File: src/rtl/nw_pkg.sv
// nw_pkg: shared definitions for the Needleman-Wunsch engine.
//   - 2-bit base encoding and the 3-bit gap symbol used on output pairs
//   - traceback move type and FSM state type
//   - default score width and scoring constants shared with the fill stage
package nw_pkg;
  localparam logic [1:0] BASE_A  = 2'd0;
  localparam logic [1:0] BASE_C  = 2'd1;
  localparam logic [1:0] BASE_G  = 2'd2;
  localparam logic [1:0] BASE_T  = 2'd3;
  localparam logic [2:0] GAP_SYM = 3'd4;

  localparam int DEF_SCORE_W  = 8;
  localparam int DEF_MATCH    = 1;
  localparam int DEF_MISMATCH = -1;
  localparam int DEF_GAP      = -1;

  typedef enum logic [1:0] {DIAG, UP, LEFT} move_t;

  typedef enum logic [3:0] {
    IDLE, RD_CUR, WAIT_CUR, RD_DIAG, WAIT_DIAG, RD_UP, WAIT_UP, DECIDE, EMIT, DONE
  } state_t;
endpackage

File: src/rtl/nw_tb_decide.sv
// nw_tb_decide: combinational move/pair selector for the traceback walk.
//   cur, d, u       : current cell score and its diagonal / up neighbour scores
//   i, j            : cell coordinates being stepped from
//   base_a, base_b  : a[i-1] and b[j-1]
//   mv              : chosen move, used to build the output pair
//   diag_ok, up_ok  : cur is explained by a diagonal / up predecessor
//   at_origin       : walk has reached (0,0)
//   on_edge         : row or column 0, move is forced (edge_mv)
//   pair_a, pair_b  : output symbols for mv (4 = gap)
module nw_tb_decide import nw_pkg::*; #(
  parameter int SCORE_W  = DEF_SCORE_W,
  parameter int MATCH    = DEF_MATCH,
  parameter int MISMATCH = DEF_MISMATCH,
  parameter int GAP      = DEF_GAP,
  parameter int IW       = 3
) (
  input  logic signed [SCORE_W-1:0] cur,
  input  logic signed [SCORE_W-1:0] d,
  input  logic signed [SCORE_W-1:0] u,
  input  logic        [IW-1:0]      i,
  input  logic        [IW-1:0]      j,
  input  logic        [1:0]         base_a,
  input  logic        [1:0]         base_b,
  input  move_t                     mv,
  output logic                      diag_ok,
  output logic                      up_ok,
  output logic                      at_origin,
  output logic                      on_edge,
  output move_t                     edge_mv,
  output logic        [2:0]         pair_a,
  output logic        [2:0]         pair_b
);
  // One extra bit so score + bonus/penalty can never wrap.
  logic [SCORE_W:0] cur_x, bonus, d_sum, u_sum;

  assign cur_x = {cur[SCORE_W-1], cur};
  assign bonus = (base_a == base_b) ? (SCORE_W+1)'(MATCH) : (SCORE_W+1)'(MISMATCH);
  assign d_sum = {d[SCORE_W-1], d} + bonus;
  assign u_sum = {u[SCORE_W-1], u} + (SCORE_W+1)'(GAP);

  assign diag_ok   = (cur_x == d_sum);
  assign up_ok     = (cur_x == u_sum);
  assign at_origin = (i == '0) && (j == '0);
  assign on_edge   = (i == '0) || (j == '0);
  assign edge_mv   = (i == '0) ? LEFT : UP;

  always_comb begin
    pair_a = {1'b0, base_a};
    pair_b = {1'b0, base_b};
    case (mv)
      UP:      pair_b = GAP_SYM;
      LEFT:    pair_a = GAP_SYM;
      default: ;
    endcase
  end
endmodule

File: src/rtl/nw_traceback.sv
// nw_traceback: traceback stage of the Needleman-Wunsch engine.
// Walks the filled score matrix from (SEQ_LEN,SEQ_LEN) to (0,0), emitting one
// aligned pair per move (last column first) on a valid/ready stream.
// Ports:
//   clk, rst (sync, active low), en_traceB (level enable from controller)
//   seq_a, seq_b        : packed 2-bit bases, base k at [2k+1:2k]
//   rd_en, rd_i, rd_j   : matrix read request; rd_score returns one cycle later
//   out_valid/out_ready : pair stream, out_a/out_b symbols (4 = gap)
//   end_traceB          : one-cycle completion pulse
// Optional: macro TB_STATS_EN adds aln_len (handshaken pairs) and match_cnt
// (DIAG pairs with equal bases), cleared on start, held after completion.
module nw_traceback import nw_pkg::*; #(
  parameter int SEQ_LEN  = 4,
  parameter int SCORE_W  = DEF_SCORE_W,
  parameter int MATCH    = DEF_MATCH,
  parameter int MISMATCH = DEF_MISMATCH,
  parameter int GAP      = DEF_GAP,
  localparam int IW      = $clog2(SEQ_LEN+1),
  localparam int LW      = $clog2(2*SEQ_LEN+1)
) (
  input  logic                      clk,
  input  logic                      rst,
  input  logic                      en_traceB,
  input  logic        [2*SEQ_LEN-1:0] seq_a,
  input  logic        [2*SEQ_LEN-1:0] seq_b,
  output logic                      rd_en,
  output logic        [IW-1:0]      rd_i,
  output logic        [IW-1:0]      rd_j,
  input  logic signed [SCORE_W-1:0] rd_score,
  output logic                      out_valid,
  input  logic                      out_ready,
  output logic        [2:0]         out_a,
  output logic        [2:0]         out_b,
`ifdef TB_STATS_EN
  output logic        [LW-1:0]      aln_len,
  output logic        [IW-1:0]      match_cnt,
`endif
  output logic                      end_traceB
);
  state_t state;
  move_t  mv, edge_mv;
  logic [IW-1:0] i, j, nxt_i, nxt_j, sel_i, sel_j;
  logic signed [SCORE_W-1:0] cur, d, u, d_in, u_in;
  logic [1:0] base_a, base_b;
  logic [2:0] pair_a, pair_b;
  logic diag_ok, up_ok, at_origin, on_edge;
  logic rearm;  // set after completion; blocks restart until en_traceB falls

  // Coordinates after the move being handshaken in EMIT.
  always_comb begin
    nxt_i = i;
    nxt_j = j;
    if (mv != LEFT) nxt_i = i - IW'(1);
    if (mv != UP)   nxt_j = j - IW'(1);
  end

  // Step selection runs both from WAIT_CUR (current cell) and on the EMIT
  // handshake (next cell), so the decider sees whichever applies.
  assign sel_i = (state == EMIT) ? nxt_i : i;
  assign sel_j = (state == EMIT) ? nxt_j : j;

  // Neighbour scores are compared in the cycle they arrive, before latching.
  assign d_in = (state == WAIT_DIAG) ? rd_score : d;
  assign u_in = (state == WAIT_UP)   ? rd_score : u;

  always_comb begin
    base_a = '0;
    base_b = '0;
    for (int k = 0; k < SEQ_LEN; k++) begin
      if (sel_i == IW'(k+1)) base_a = seq_a[2*k +: 2];
      if (sel_j == IW'(k+1)) base_b = seq_b[2*k +: 2];
    end
  end

  nw_tb_decide #(
    .SCORE_W(SCORE_W), .MATCH(MATCH), .MISMATCH(MISMATCH), .GAP(GAP), .IW(IW)
  ) u_decide (
    .cur(cur), .d(d_in), .u(u_in), .i(sel_i), .j(sel_j),
    .base_a(base_a), .base_b(base_b), .mv(mv),
    .diag_ok(diag_ok), .up_ok(up_ok), .at_origin(at_origin), .on_edge(on_edge),
    .edge_mv(edge_mv), .pair_a(pair_a), .pair_b(pair_b)
  );

  always_ff @(posedge clk) begin
    if (!rst) begin
      state <= IDLE; mv <= DIAG; rearm <= 1'b0;
      rd_en <= 1'b0; rd_i <= '0; rd_j <= '0;
      out_valid <= 1'b0; out_a <= '0; out_b <= '0; end_traceB <= 1'b0;
      i <= '0; j <= '0; cur <= '0; d <= '0; u <= '0;
`ifdef TB_STATS_EN
      aln_len <= '0; match_cnt <= '0;
`endif
    end else if (state != IDLE && !en_traceB) begin
      state <= IDLE; rd_en <= 1'b0; out_valid <= 1'b0; end_traceB <= 1'b0;
    end else begin
      case (state)
        IDLE: begin
          end_traceB <= 1'b0;
          if (!en_traceB) rearm <= 1'b0;
          else if (!rearm) begin
            i <= IW'(SEQ_LEN); j <= IW'(SEQ_LEN);
            rd_en <= 1'b1; rd_i <= IW'(SEQ_LEN); rd_j <= IW'(SEQ_LEN);
            state <= RD_CUR;
`ifdef TB_STATS_EN
            aln_len <= '0; match_cnt <= '0;
`endif
          end
        end
        RD_CUR:  begin rd_en <= 1'b0; state <= WAIT_CUR;  end
        RD_DIAG: begin rd_en <= 1'b0; state <= WAIT_DIAG; end
        RD_UP:   begin rd_en <= 1'b0; state <= WAIT_UP;   end
        WAIT_DIAG: begin
          d <= rd_score;
          if (diag_ok) begin mv <= DIAG; state <= DECIDE; end
          else begin rd_en <= 1'b1; rd_i <= i - IW'(1); rd_j <= j; state <= RD_UP; end
        end
        WAIT_UP: begin
          u <= rd_score;
          mv <= up_ok ? UP : LEFT;
          state <= DECIDE;
        end
        DECIDE: begin
          out_a <= pair_a; out_b <= pair_b; out_valid <= 1'b1; state <= EMIT;
        end
        DONE: begin
          end_traceB <= 1'b0; rearm <= 1'b1; state <= IDLE;
        end
        default: begin  // WAIT_CUR and EMIT share step selection
          if (state == WAIT_CUR) cur <= rd_score;
          if (state == EMIT && !out_ready) begin
            state <= EMIT;
          end else begin
            if (state == EMIT) begin
              out_valid <= 1'b0; i <= nxt_i; j <= nxt_j;
              if (mv == DIAG) cur <= d;
              if (mv == UP)   cur <= u;
`ifdef TB_STATS_EN
              aln_len <= aln_len + LW'(1);
              if (mv == DIAG && out_a == out_b) match_cnt <= match_cnt + IW'(1);
`endif
            end
            if (state == EMIT && mv == LEFT) begin
              rd_en <= 1'b1; rd_i <= nxt_i; rd_j <= nxt_j; state <= RD_CUR;
            end else if (at_origin) begin
              end_traceB <= 1'b1; state <= DONE;
            end else if (on_edge) begin
              mv <= edge_mv; state <= DECIDE;
            end else begin
              rd_en <= 1'b1; rd_i <= sel_i - IW'(1); rd_j <= sel_j - IW'(1);
              state <= RD_DIAG;
            end
          end
        end
      endcase
    end
  end
endmodule

File: config.mk
export PLATFORM = sky130hd
export DESIGN_NAME = nw_traceback
export DESIGN_NICKNAME = d
export VERILOG_FILES = /design/src/rtl/nw_pkg.sv /design/src/rtl/nw_tb_decide.sv /design/src/rtl/nw_traceback.sv
export SDC_FILE = /design/constraint.sdc
export NUM_CORES = 1
export LEC_CHECK = 0
export ABC_AREA = 0
export CORE_UTILIZATION = 45
export CTS_CLUSTER_SIZE = 28
export DETAILED_ROUTE_END_ITERATION = 6
export DONT_BUFFER_PORTS = 1
export PLACE_DENSITY = 0.7
export SYNTH_ARGS = -nofsm -noshare
export SYNTH_HDL_FRONTEND = slang
export SYNTH_SLANG_ARGS = --single-unit
File: constraint.sdc
create_clock -name clk -period 6.6 [get_ports clk]
set_input_delay 0.66 -clock clk [delete_from_list [all_inputs] [get_ports clk]]
set_output_delay 0.66 -clock clk [all_outputs]
set_load 0.01 [all_outputs]
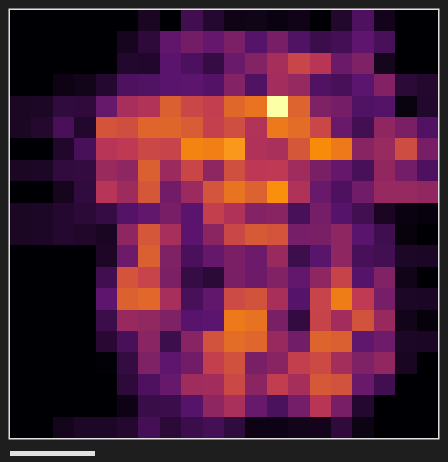
route_heat.png
Scale bar: 20 µm. 20 x 20 tiles, from black (low) to pale yellow (high), scaled to the fullest tile. Values are wire area over tile area, all layers added.
fullest tile: 0.73
emptiest ninth of the die: lower left
mean over tiles: 0.19
nearly empty tiles: 20%
total global routing track utilization: 0.237
Avg WL per Cell: 17.2 µm

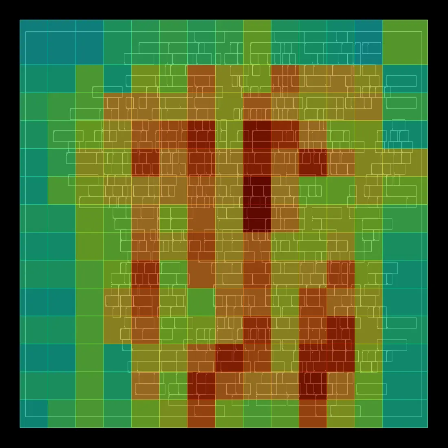
congestion_map.png
met2 Use GR: 0.370
peak-usage layer in the global routing report: met2
met1 Usage GRT: 0.328
Layout Utilization: 0.488

==> impl_metrics.yaml <==
# yosys + openroad results
layout:
  layout.nonclk_buf_frac: 0.0115
  comb_share: 0.685
  logic_gate_count: 455
  inverters_excl_clock: 22
synthesis:
  aoi_share: 0.246
  xor_area_frac: 0.0558
  syn_area_mm2: 0.00439
  mux_area_frac: 0.0969
  ys_types: 74
  yosys_area_mm2: 0.00439
floorplanning:
  core-area_mm2: 0.00933
  nWellTaps: 129
  dieArea_mm2: 0.0102
  row_count: 35
global_route:
  grt_pass1_wl_um: 19100
  grt_antenna_before_repair: 0
clocking:
  cts_sinks: 52
  cts-htree-levels: 2
  cts.repair.resized: 0
  cts_tree: "yes"
  clk_pin_slew_ps: 100
timing:
  max_freq_mhz: 177
  rsz0062_at_grt: "no"
  fin_tns_setup_ps: 0
outcome:
  run_status: "completed"
placed_design:
  hpwl_um: 8510
  gp_congestion: 0.915
worst_setup_path:
  path_cells: "nand2b_1 -> and2_0 -> o21ai_0 -> inv_1 -> ha_1 -> nor2b_1 -> a22oi_1 -> nor2_1 -> a21oi_1 -> o31a_1 -> xnor2_1 -> nand2_1 -> ha_1 -> a21oi_1 -> o21ai_0 -> a2111o_1 -> nor4_2 -> o2111ai_2 -> o21ai_4 -> mux2i_1"
  cp-start-kind: "register"
  worst-path-max-fanout: 13
final timing paths:
| path | to | from | cells after the start | slack, ps |
|---|---|---|---|---|
| hold reg to reg | u[7] | u[7] | 2 | 500 |
| setup reg to reg | rd_i[2] | mv[0] | 20 | 960 |
| setup / recovery | rd_i[2] | mv[0] | 20 | 960 |
| hold / removal | out_valid | rst | 2 | 480 |
sequential cells by signal (all words and copies together), names as in the netlist:
name and count:
rd_j 3, i 3, j 3, mv 2, out_a 3, out_valid 1
out_b 3, cur 8, d 8, u 8, end_traceB 1, state 4
rearm 1, rd_i 3, rd_en 1
routing by layer:
metal / track usage / vias to the layer above / part of all wire
li1: - / 2012 / -
met1: 0.328 / 1942 / 0.45
met2: 0.370 / 188 / 0.45
met3: 0.0472 / 23 / 0.085
met4: 0.0725 / 0 / 0.019
met5: 0 / - / 0
where the power goes:
group | total (mW) | internal [mW] | switching, mW
sequential | 0.349 | 0.330 | 0.0181
combinational | 0.453 | 0.188 | 0.265
clock | 0.202 | 0.0938 | 0.108
layout by cell type (no fill, tap or decap), types with 12 or more instances in the layout:
cell | Yosys | final
nor2_1 | 33 | 33
ha_1 | 18 | 18
xnor2_1 | 20 | 20
dfxtp_1 | 52 | 52
and2_1 | 12 | 12
nor2b_1 | 24 | 24
nand3_1 | 17 | 17
nand2_1 | 56 | 56
nor3_1 | 12 | 12
inv_1 | 20 | 20
o21ai_0 | 48 | 48
a22oi_1 | 13 | 13
a21oi_1 | 28 | 28
mux2i_1 | 32 | 32
metrics by stage:
stage               setup WS [ps]  utilization  hold WS [ps]  cell area, µm²
floorplan                    1870            -           454            4390
finish                        958        0.488           480            4550
detailed placement            995        0.478           495            4450
CTS                          1010        0.488           472            4550
global placement             1290        0.478           489            4450
global route                  519        0.488           468            4550
Power and IR drop assume default switching activity.
